[config.mk]
export PLATFORM = sky130hd
export DESIGN_NAME = flash_read_arbiter
export DESIGN_NICKNAME = d
export VERILOG_FILES = /design/src/rtl/flash_ctrl_pkg.sv /design/src/rtl/flash_rr_arb.sv /design/src/rtl/flash_read_arbiter.sv
export SDC_FILE = /design/constraint.sdc
export NUM_CORES = 1
export LEC_CHECK = 0
export CORE_UTILIZATION = 56
export DETAILED_ROUTE_END_ITERATION = 8
export GPL_TIMING_DRIVEN = 1
export PLACE_DENSITY = 0.84
export SYNTH_ARGS = -nofsm -noshare
export SYNTH_HDL_FRONTEND = slang
export SYNTH_SLANG_ARGS = --single-unit
[constraint.sdc]
create_clock -name clock -period 5.8 [get_ports clock]
set_input_delay 0.58 -clock clock [delete_from_list [all_inputs] [get_ports clock]]
set_output_delay 0.58 -clock clock [all_outputs]
set_load 0.01 [all_outputs]
[src/rtl/flash_ctrl_pkg.sv]
// Shared types and constants for the serial flash read path.
package flash_ctrl_pkg;

  localparam logic [7:0]  CMD_READ   = 8'h03;
  localparam int unsigned ADDR_BITS  = 24;
  localparam int unsigned DATA_BITS  = 32;
  localparam int unsigned TOTAL_BITS = 64;

  typedef enum logic [1:0] {
    IDLE,
    XFER,
    GAP
  } fsm_state_t;

  // Bytes arrive in address order; the first one lands in the low byte.
  function automatic logic [DATA_BITS-1:0] byte_swap32(input logic [DATA_BITS-1:0] w);
    return {w[7:0], w[15:8], w[23:16], w[31:24]};
  endfunction

endpackage

[src/rtl/flash_rr_arb.sv]
// Two-way round-robin grant: on contention the requester not served last wins.
module flash_rr_arb (
  input  logic [1:0] valids,
  input  logic       last_id,
  output logic [1:0] grant
);

  always_comb begin
    grant = valids;
    if (valids == 2'b11) begin
      grant = last_id ? 2'b01 : 2'b10;
    end
  end

endmodule

[src/rtl/flash_read_arbiter.sv]
// Two-requester arbiter issuing SPI mode-0 0x03 reads (cmd, 24-bit addr, 32 data bits).
module flash_read_arbiter
  import flash_ctrl_pkg::*;
#(
  parameter int unsigned CLK_DIV = 2
) (
  input  logic                 clock,
  input  logic                 resetb,
  input  logic [1:0]           req_valid,
  input  logic [ADDR_BITS-1:0] req_addr0,
  input  logic [ADDR_BITS-1:0] req_addr1,
  output logic [1:0]           req_ready,
  output logic [DATA_BITS-1:0] rdata,
  output logic                 rid,
  output logic                 rvalid,
  output logic                 flash_csb,
  output logic                 flash_clk,
  output logic                 flash_io0,
  input  logic                 flash_io1
);

  localparam logic [7:0] DIV_LAST = 8'(CLK_DIV - 1);
  localparam logic [6:0] BIT_LAST = 7'(TOTAL_BITS - 1);

  fsm_state_t state_q, state_d;

  logic [7:0]            div_cnt;
  logic                  phase;
  logic [6:0]            bit_cnt;
  logic [TOTAL_BITS-1:0] tx_sr;
  logic [DATA_BITS-1:0]  rx_sr, rx_next;
  logic                  last_id, cur_id;
  logic [1:0]            grant;
  logic                  accept, bit_end, capture, xfer_done;

  flash_rr_arb u_arb (
    .valids  (req_valid),
    .last_id (last_id),
    .grant   (grant)
  );

  // GAP reuses the bit timer: one bit period is exactly 2*CLK_DIV cycles.
  assign bit_end   = phase && (div_cnt == DIV_LAST);
  assign capture   = (state_q == XFER) && phase && (div_cnt == '0);
  assign xfer_done = (state_q == XFER) && bit_end && (bit_cnt == BIT_LAST);
  assign rx_next   = capture ? {rx_sr[DATA_BITS-2:0], flash_io1} : rx_sr;

  always_ff @(posedge clock) begin
    if (!resetb) begin
      state_q <= IDLE;
    end else begin
      state_q <= state_d;
    end
  end

  always_comb begin
    state_d   = state_q;
    accept    = 1'b0;
    req_ready = '0;
    flash_csb = 1'b1;
    flash_clk = 1'b0;
    flash_io0 = 1'b0;
    unique case (state_q)
      IDLE: begin
        if (resetb && (req_valid != 2'b00)) begin
          accept    = 1'b1;
          req_ready = grant;
          state_d   = XFER;
        end
      end
      XFER: begin
        flash_csb = 1'b0;
        flash_clk = phase;
        flash_io0 = tx_sr[TOTAL_BITS-1];
        if (xfer_done) begin
          state_d = GAP;
        end
      end
      GAP: begin
        if (bit_end) begin
          state_d = IDLE;
        end
      end
      default: state_d = IDLE;
    endcase
  end

  always_ff @(posedge clock) begin
    if (!resetb) begin
      div_cnt <= '0;
      phase   <= 1'b0;
      bit_cnt <= '0;
      tx_sr   <= '0;
      rx_sr   <= '0;
      last_id <= 1'b1;
      cur_id  <= 1'b0;
      rdata   <= '0;
      rid     <= 1'b0;
      rvalid  <= 1'b0;
    end else begin
      rvalid <= 1'b0;
      if (accept) begin
        tx_sr   <= {CMD_READ, (grant[1] ? req_addr1 : req_addr0), {DATA_BITS{1'b0}}};
        cur_id  <= grant[1];
        last_id <= grant[1];
        div_cnt <= '0;
        phase   <= 1'b0;
        bit_cnt <= '0;
      end else if (state_q != IDLE) begin
        if (div_cnt == DIV_LAST) begin
          div_cnt <= '0;
          phase   <= ~phase;
        end else begin
          div_cnt <= div_cnt + 8'd1;
        end
        if (state_q == XFER) begin
          rx_sr <= rx_next;
          if (bit_end) begin
            tx_sr   <= {tx_sr[TOTAL_BITS-2:0], 1'b0};
            bit_cnt <= bit_cnt + 7'd1;
          end
          // With CLK_DIV=1 the last sample and the final bit end share an edge.
          if (xfer_done) begin
            rvalid  <= 1'b1;
            rdata   <= byte_swap32(rx_next);
            rid     <= cur_id;
            bit_cnt <= '0;
          end
        end
      end
    end
  end

endmodule

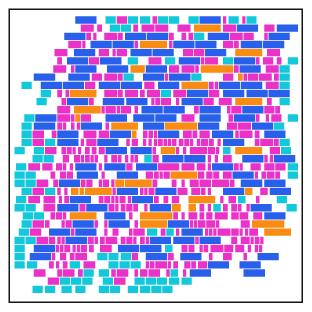
Fig. 1. Placement by cell class (run 1).
Drawn at 3 px/um.
[remaining logic cells] magenta | cells: 377
[remaining buffers and delay cells] cyan | cells: 98
[registers] blue | cells: 118
[clock drivers and dummy loads] orange | cells: 31

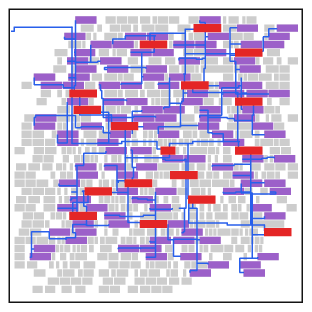
Fig. 2. Routed clock nets over the placement (run 1).
Drawn at 3 px/um.
[clock wires] blue | length: 1390 um
[flip-flops] purple | count: 118
[clock-net drivers] red | count: 17
routed clock nets: 18

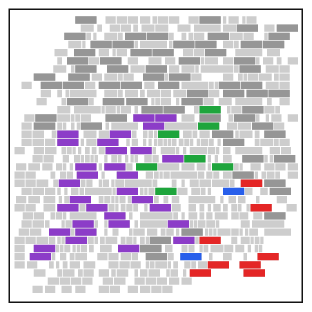
Fig. 3. Where the registers sit (run 1).
Drawn at 3 px/um. Other sequential cells in the stronger gray, the rest of the logic in the fainter gray.
[div_cnt] red | placed flops: 8 | where: lower right
[bit_cnt] green | placed flops: 7
[tx_sr] purple | placed flops: 32
[state_q] blue | placed flops: 2
not colored: 69

==> flow_summary.json, run 1 <==
{
  "met2WireLength_um": 5560,
  "antennaDiodeCount": 0,
  "synth_area_per_cell_um2": 9.47,
  "run_status": "completed",
  "cts-resized-gates": 0,
  "antenna_found_initial": 0,
  "combPwrFrac": 0.059,
  "grtUsageMet3": 0.0727,
  "grt_pass1_vias": 4201,
  "numSynthFlops": 118,
  "sh_comb_area": 0.376,
  "cts_max_path_buffers": 2,
  "final_util": 0.748,
  "synth_chip_area_um2": 5070,
  "post_synth_instance_area_um2": 5070,
  "fp.dieW_um": 97.2,
  "finish.instance_area_um2": 6560,
  "crit_top_cell": "clkdlybuf4s50_1",
  "num-nonclk-buffers": 98,
  "tightestPinTransition_ns": 1.29,
  "holdBufCountCts": 0,
  "powerSeq_mw": 0.837,
  "p_clk_frac": 0.529,
  "finalSetupViolCount": 0,
  "cp.depth": 7,
  "holdPathStages": 2,
  "r2r-end": "rdata[23]",
  "cp.required_ns": 5.22,
  "lay_top_count": "dfxtp_1",
  "tapCellCount": 108,
  "num_rows": 34,
  "cp-end-kind": "output pin",
  "reg_top3": "rdata: 32 flops, rx_sr: 32 flops, tx_sr: 32 flops",
  "drt_iter0_drc": 170,
  "switching_share": 0.213,
  "crit_buf_inv": 5,
  "placed_cell_area_um2": 5950,
  "clock_power_mw": 1.07,
  "synth_top_cell_by_count": "dfxtp_1",
  "finalCriticalPeriod_ns": 3.79,
  "grt_max_degree": 73,
  "synth_top_area_share": 0.466,
  "clock_cell_area_share": 0.0927,
  "crit_fanout": 54,
  "preCtsSetupSlack_ns": 2.04,
  "finalSetupTns_ns": 0,
  "yosys_warnings": 0,
  "endpoint": "req_ready[1]",
  "crit_path_start_kind": "primary input",
  "crit_path_max_incr_delay_ns": 0.99,
  "holdWs_ns": 0.458,
  "lay_top_cells": "dfxtp_1 (118), clkdlybuf4s50_1 (91), nand2_1 (75)",
  "seq_power_share": 0.413,
  "synth_cell_types": 45,
  "top_cells_by_area": "dfxtp_1 (47%), a211oi_2 (7.4%), mux2i_1 (6.5%)",
  "top_area_cell": "dfxtp_1",
  "io_buffers": 91,
  "firstDrtPassIters": 4,
  "routed_wirelength_um": 11200,
  "busiest_layer": "met2",
  "cts_root_buf": "clkbuf_8",
  "rrSetupSlack_ns": 3.28,
  "combGateArea_um2": 2460,
  "clkSlewWorstSetupHoldPaths_ns": 0.05,
  "nNonClkInverters": 6
}
Fig. 4: run 1, placement view
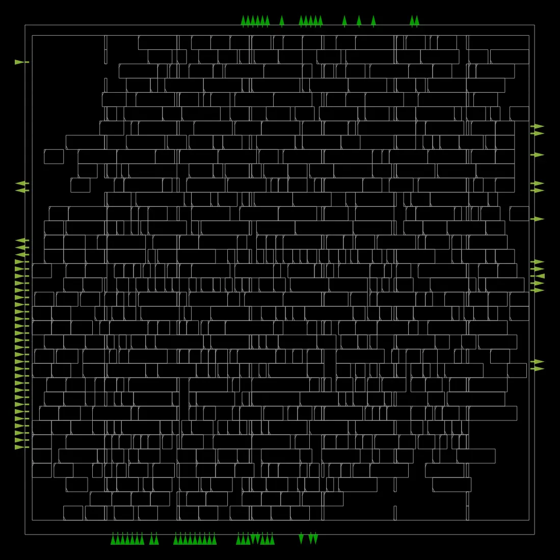

==> run 2, diff against run 1 <==
--- a/config.mk
+++ b/config.mk
@@ -5,10 +5,10 @@
 export SDC_FILE = /design/constraint.sdc
 export NUM_CORES = 1
 export LEC_CHECK = 0
-export CORE_UTILIZATION = 56
+export CORE_UTILIZATION = 52
 export DETAILED_ROUTE_END_ITERATION = 8
 export GPL_TIMING_DRIVEN = 1
-export PLACE_DENSITY = 0.84
+export PLACE_DENSITY = 0.79
 export SYNTH_ARGS = -nofsm -noshare
 export SYNTH_HDL_FRONTEND = slang
 export SYNTH_SLANG_ARGS = --single-unit
==> constraint.sdc (replaced) <==
create_clock -name clock -period 3.5 [get_ports clock]
set_input_delay 0.35 -clock clock [delete_from_list [all_inputs] [get_ports clock]]
set_output_delay 0.35 -clock clock [all_outputs]
set_load 0.01 [all_outputs]
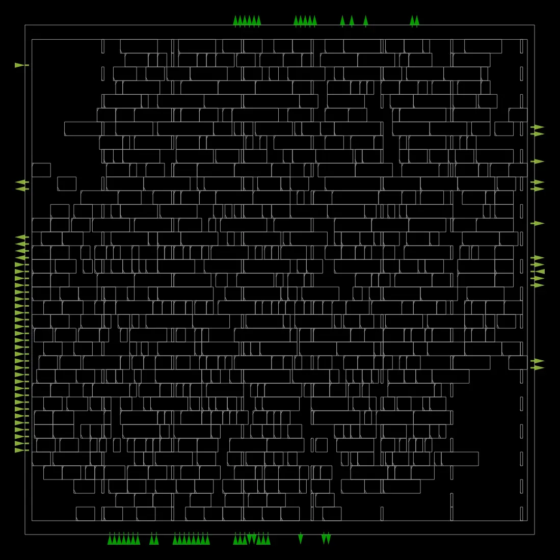
Fig. 5. Placement view (run 2).
fill cell count: 661
row count: 35

==> run 2 against run 1 <==
- first-iteration DRC count grew 4.1%
- cell area rose by 1.3%
- sequential share of layout area down 0.46 points
- core utilization shrank 3.6 points
- worst hold slack got worse by 0.0019 ns
- critical path type is now reg2out
- largest cell class unchanged
==> flow_summary.json, run 2 <==
{
  "seq_share": 0.356,
  "wl_met3_um": 577,
  "core_area_um2": 9330,
  "clock_cell_area_share": 0.0970,
  "preCtsSetupSlack_ns": 1.01,
  "p_clk_frac": 0.540,
  "combGateArea_um2": 2460,
  "reg2reg_depth": 6,
  "die_area_um2": 10200,
  "rrSetupSlack_ns": 0.95,
  "powerSeq_mw": 1.39,
  "max_freq_ghz": 0.354,
  "crit_buf_inv": 2,
  "drcViolationCount": 0,
  "regArea_um2": 2360,
  "lay_top_count": "dfxtp_1",
  "crit_chain": "or2_2, or3_1, nand2b_1, inv_1, clkdlybuf4s50_1",
  "vias": 4191,
  "synth_chip_area_um2": 5070,
  "crit_path_start_kind": "register",
  "cp.depth": 5,
  "sh_comb_area": 0.371,
  "combPwrFrac": 0.057,
  "synth_top_area_share": 0.466,
  "cts-resized-gates": 0,
  "switching_share": 0.213,
  "holdBufCountCts": 0,
  "endpoint": "req_ready[1]",
  "grtUsageMet3": 0.0721,
  "grt-ovfl-total": 0,
  "placed_cell_area_um2": 6000,
  "crit_path_max_incr_delay_ns": 0.53,
  "synth_cell_types": 45,
  "cts_tree": "done",
  "crit_fanout": 9,
  "cp_top_family": "simple AND/OR/NAND/NOR gates",
  "yosys_warnings": 0,
  "htreeDepth": 4,
  "firstDrtPassIters": 5,
  "synth_area_per_cell_um2": 9.47,
  "grt_max_degree": 73,
  "grt_pass1_vias": 4054,
  "grt_pass1_wl_um": 18800,
  "busiest_layer": "met2",
  "nNonClkInverters": 6,
  "numSynthFlops": 118,
  "finish.instance_area_um2": 6640,
  "ys_cells": 536,
  "clk-insertion-delay-late_ns": 0.51,
  "synth_top_cell_by_count": "dfxtp_1",
  "drt_iter0_drc": 177,
  "final_layout_size_suffix_gt1_frac": 0.170,
  "run_status": "completed",
  "finalSetupTns_ns": 0,
  "logic_gates": 371,
  "lay_top_cells": "dfxtp_1 (118), clkdlybuf4s50_1 (91), nand2_1 (75)",
  "cts_max_path_buffers": 2,
  "tightestPinTransition_ns": 0.892,
  "cp.required_ns": 3.15,
  "grt.met1_usage": 0.293,
  "synthMuxAreaShare": 0.116,
  "xor_share": 0.0190,
  "die_h_um": 101,
  "final_util": 0.712,
  "max-slew-margin-rel": 0.405,
  "ff_type": "dfxtp_1",
  "final_nets": 672,
  "fp_nets": 593,
  "num-nonclk-buffers": 101,
  "top_area_cell": "dfxtp_1",
  "worstHoldPathType": "reg2reg",
  "dpl.hpwl_um": 6820,
  "seq_power_share": 0.402,
  "routed.top_layer": "met4",
  "finalSetupViolCount": 0,
  "fp.dieW_um": 101,
  "antennaDiodeCount": 0,
  "holdPathStages": 2,
  "io_buffers": 91,
  "r2r-end": "rdata[12]",
  "antenna_found_initial": 0,
  "routedWlPerCell_um": 14.9,
  "top_cells_by_area": "dfxtp_1 (47%), a211oi_2 (7.4%), mux2i_1 (6.5%)",
  "power.switching_mw": 0.734,
  "finalCriticalPeriod_ns": 2.83,
  "met2WireLength_um": 5510,
  "reg_top3": "rdata: 32 flops, rx_sr: 32 flops, tx_sr: 32 flops",
  "post_synth_instance_area_um2": 5070,
  "clock_power_mw": 1.86,
  "numPlacedInstances": 725,
  "ys_sh_adder": 0.00986,
  "seq_cell_count": 118,
  "hold_viol_final": 0,
  "route.layer.met1.wl_um": 5050,
  "slew_violations": 0,
  "cp-end-kind": "output pin",
  "clkSlewWorstSetupHoldPaths_ns": 0.06,
  "cts_root_buf": "clkbuf_8",
  "cellPowerDensity_nw_per_um2": 519,
  "tapCellCount": 129,
  "met2_usage": 0.389,
  "holdWs_ns": 0.456,
  "routed_wirelength_um": 11300,
  "vdd_drop_max_mv": 0.317,
  "cts-buffers-inserted": 17,
  "power_leader": "clock"
}
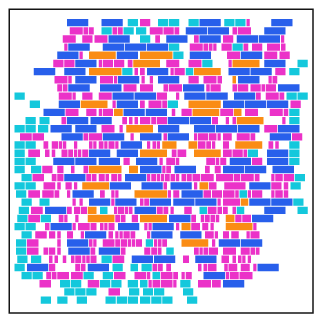
Fig. 6. Placement by cell class (run 2).
Drawn at 3 px/um.
[clock drivers and dummy loads] orange | cells: 32
[remaining buffers and delay cells] cyan | cells: 101
[registers] blue | cells: 118
[remaining logic cells] magenta | cells: 377

Fig. 7: run 2, where the registers sit
Drawn at 3 px/um. Other sequential cells in the stronger gray, the rest of the logic in the fainter gray.
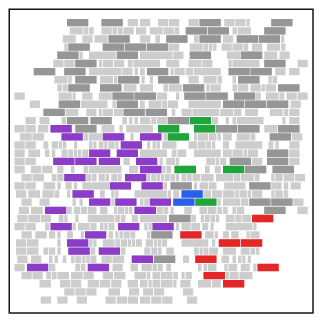

==> run 3, diff against run 2 <==
--- a/config.mk
+++ b/config.mk
@@ -5,10 +5,10 @@
 export SDC_FILE = /design/constraint.sdc
 export NUM_CORES = 1
 export LEC_CHECK = 0
-export CORE_UTILIZATION = 52
+export CORE_UTILIZATION = 47
 export DETAILED_ROUTE_END_ITERATION = 8
 export GPL_TIMING_DRIVEN = 1
-export PLACE_DENSITY = 0.79
+export PLACE_DENSITY = 0.76
 export SYNTH_ARGS = -nofsm -noshare
 export SYNTH_HDL_FRONTEND = slang
 export SYNTH_SLANG_ARGS = --single-unit
==> constraint.sdc (replaced) <==
create_clock -name clock -period 2.4 [get_ports clock]
set_input_delay 0.24 -clock clock [delete_from_list [all_inputs] [get_ports clock]]
set_output_delay 0.24 -clock clock [all_outputs]
set_load 0.01 [all_outputs]
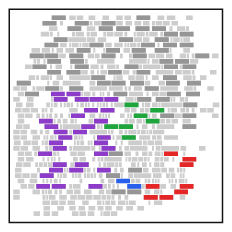
Fig. 8. Where the registers sit (run 3).
Drawn at 2 px/um. Other sequential cells in the stronger gray, the rest of the logic in the fainter gray.
[tx_sr] purple | placed flops: 32
[state_q] blue | placed flops: 2
[div_cnt] red | placed flops: 8 | where: lower right
[bit_cnt] green | placed flops: 7 | where: center
not colored: 69

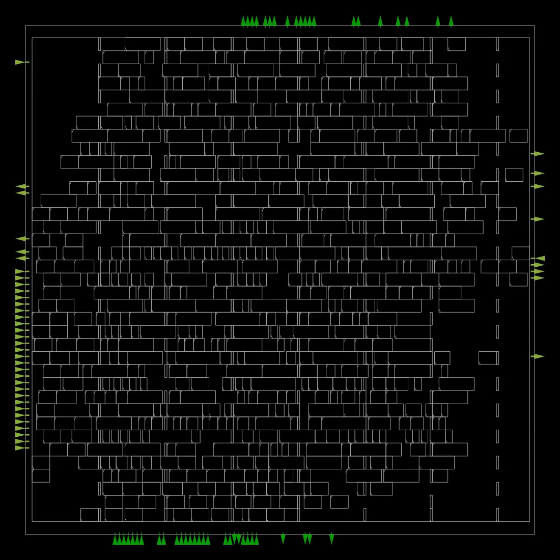
Fig. 9. Placement view (run 3).
# Taps: 136
Finished Layout Cells: 771

==> run 3 against run 2 <==
- cell area is 0.41% higher
- power is 36% higher
- clock-buffer cell count is 1 lower
- register-to-register slack worse by 0.65 ns
- synthesized cell count unchanged
- non-clock buffer count grew 8
- clock power grew 28%
- first-iteration DRC count is 5.1% higher
- die size is 10% higher
- cell count increased by 1.8%
- core utilization fell by 7.2 points
- critical endpoint unchanged
- largest cell class unchanged
- highest routed layer unchanged
==> flow_summary.json, run 3 <==
{
  "synth_area_per_cell_um2": 9.47,
  "clock_power_mw": 2.39,
  "cp.depth": 5,
  "firstDrtPassIters": 4,
  "synth_cells": 536,
  "combPwrFrac": 0.063,
  "ff_type": "dfxtp_1",
  "powerSeq_mw": 2.02,
  "synth_top_area_share": 0.466,
  "drt_iter0_drc": 186,
  "crit_path_start_kind": "register",
  "top_area_cell": "dfxtp_1",
  "seq_share": 0.354,
  "reg_top3": "rdata: 32 flops, rx_sr: 32 flops, tx_sr: 32 flops",
  "clk-insertion-delay-late_ns": 0.51,
  "holdBufCountCts": 0,
  "synth_cell_types": 45,
  "tool_warnings": 28,
  "finish.instance_area_um2": 6670,
  "clock_cell_area_share": 0.0852,
  "logic_gates": 371,
  "path_class": "reg2out",
  "reg2reg_from": "div_cnt[1]",
  "max-slew-margin-rel": 0.402,
  "power_leader": "clock",
  "holdPathStages": 2,
  "holdWs_ns": 0.450,
  "min_period_over_period": 0.961,
  "met2_usage": 0.355,
  "lay_top_cells": "dfxtp_1 (118), clkdlybuf4s50_1 (89), nand2_1 (75)",
  "final_nets": 680,
  "power.switching_mw": 1.07,
  "synth_top_cell_by_count": "dfxtp_1",
  "post_synth_instance_area_um2": 5070,
  "regArea_um2": 2360,
  "worstHoldPathType": "reg2reg",
  "cts_root_buf": "clkbuf_8",
  "synthMuxAreaShare": 0.116,
  "wl_met3_um": 449,
  "route.layer.met1.wl_um": 4980,
  "cts-resized-gates": 2,
  "io_pins": 92,
  "fp.dieW_um": 106,
  "cellPowerDensity_nw_per_um2": 706,
  "switching_share": 0.227,
  "antenna_found_initial": 0,
  "vias": 4175,
  "cts_tree": "done",
  "io_buffers": 91,
  "reg2reg_depth": 7,
  "busiest_layer": "met2",
  "dpl.hpwl_um": 7250,
  "core_area_um2": 10400,
  "clkbuf_count": 17,
  "finalWeightedCongestion": 0.775,
  "syn2layout_area_growth_pct": 31.4,
  "rsz0062_at_grt": "no",
  "yosys-dominant-comb-family": "AND-OR/OR-AND gates",
  "preCtsSetupSlack_ns": 0.167,
  "num-nonclk-buffers": 109,
  "hold_viol_final": 0,
  "cts_max_path_buffers": 2,
  "antennaDiodeCount": 0,
  "numSynthFlops": 118,
  "r2r-end": "rdata[27]",
  "nNonClkInverters": 6,
  "met2WireLength_um": 5530,
  "final_layout_size_suffix_gt1_frac": 0.181,
  "endpoint": "req_ready[1]",
  "grt-ovfl-total": 0,
  "grt_pass1_vias": 4102,
  "cp.required_ns": 2.16,
  "synthSimpleGateAreaFrac": 0.147,
  "finalCriticalPeriod_ns": 2.31,
  "ys_sh_adder": 0.00986,
  "ant_nets": 0,
  "num_rows": 37,
  "post_cts_buffers": 0,
  "worst_clock_skew_ns": 0.0125,
  "run_status": "completed",
  "power.internal_mw": 3.64,
  "viasPerCell": 5.42,
  "numPlacedInstances": 740,
  "cts-buffers-inserted": 17,
  "setup.worst_path.start": "state_q[0]",
  "grt_pass1_wl_um": 19000,
  "grt.met1_usage": 0.254,
  "cts_sinks": 118,
  "seq_cell_count": 118,
  "power_mw": 4.71,
  "p_clk_frac": 0.508,
  "combGateArea_um2": 2460,
  "buf_share": 0.162,
  "seq_power_share": 0.429,
  "fillers": 834,
  "drcViolationCount": 0,
  "common_cells": "dfxtp_1 (118), nand2_1 (75), nor2_1 (51), a21oi_1 (46), mux2i_1 (33)",
  "cp-end-kind": "output pin",
  "ys_cells": 536,
  "cp_top_family": "simple AND/OR/NAND/NOR gates",
  "sh_comb_area": 0.370,
  "lay_top_count": "dfxtp_1",
  "async_flop_share": 0,
  "htreeDepth": 4,
  "fp_nets": 593,
  "grtUsageMet3": 0.0576,
  "yosys_warnings": 0,
  "synth_chip_area_um2": 5070,
  "crit_buf_inv": 2,
  "layout_setup_ws_ns": 0.0929,
  "crit_chain": "or2_2, or3_1, nand2b_1, inv_1, dlygate4sd2_1",
  "tightestPinTransition_ns": 0.897,
  "rrSetupSlack_ns": 0.30,
  "comb_power_mw": 0.294,
  "crit_path_max_incr_delay_ns": 0.39,
  "finalSetupViolCount": 0,
  "placed_cell_area_um2": 6100,
  "max_freq_ghz": 0.433,
  "clkSlewWorstSetupHoldPaths_ns": 0.05,
  "fp-utilization": 0.487,
  "compound_area_frac": 0.191,
  "die_h_um": 106,
  "vdd_drop_max_mv": 0.379,
  "die_area_um2": 11200,
  "finalSetupTns_ns": 0,
  "grt_max_degree": 73,
  "crit_fanout": 4,
  "slew_violations": 0,
  "top_cells_by_area": "dfxtp_1 (47%), a211oi_2 (7.4%), mux2i_1 (6.5%)",
  "postSynthSeqShare": 0.466,
  "edf_count": 0,
  "routed_wirelength_um": 11200,
  "routed.top_layer": "met4",
  "xor_share": 0.0190,
  "final_util": 0.640,
  "routedWlPerCell_um": 14.5
}
Power figures rest on the tool's default switching activity, not on a simulated workload.
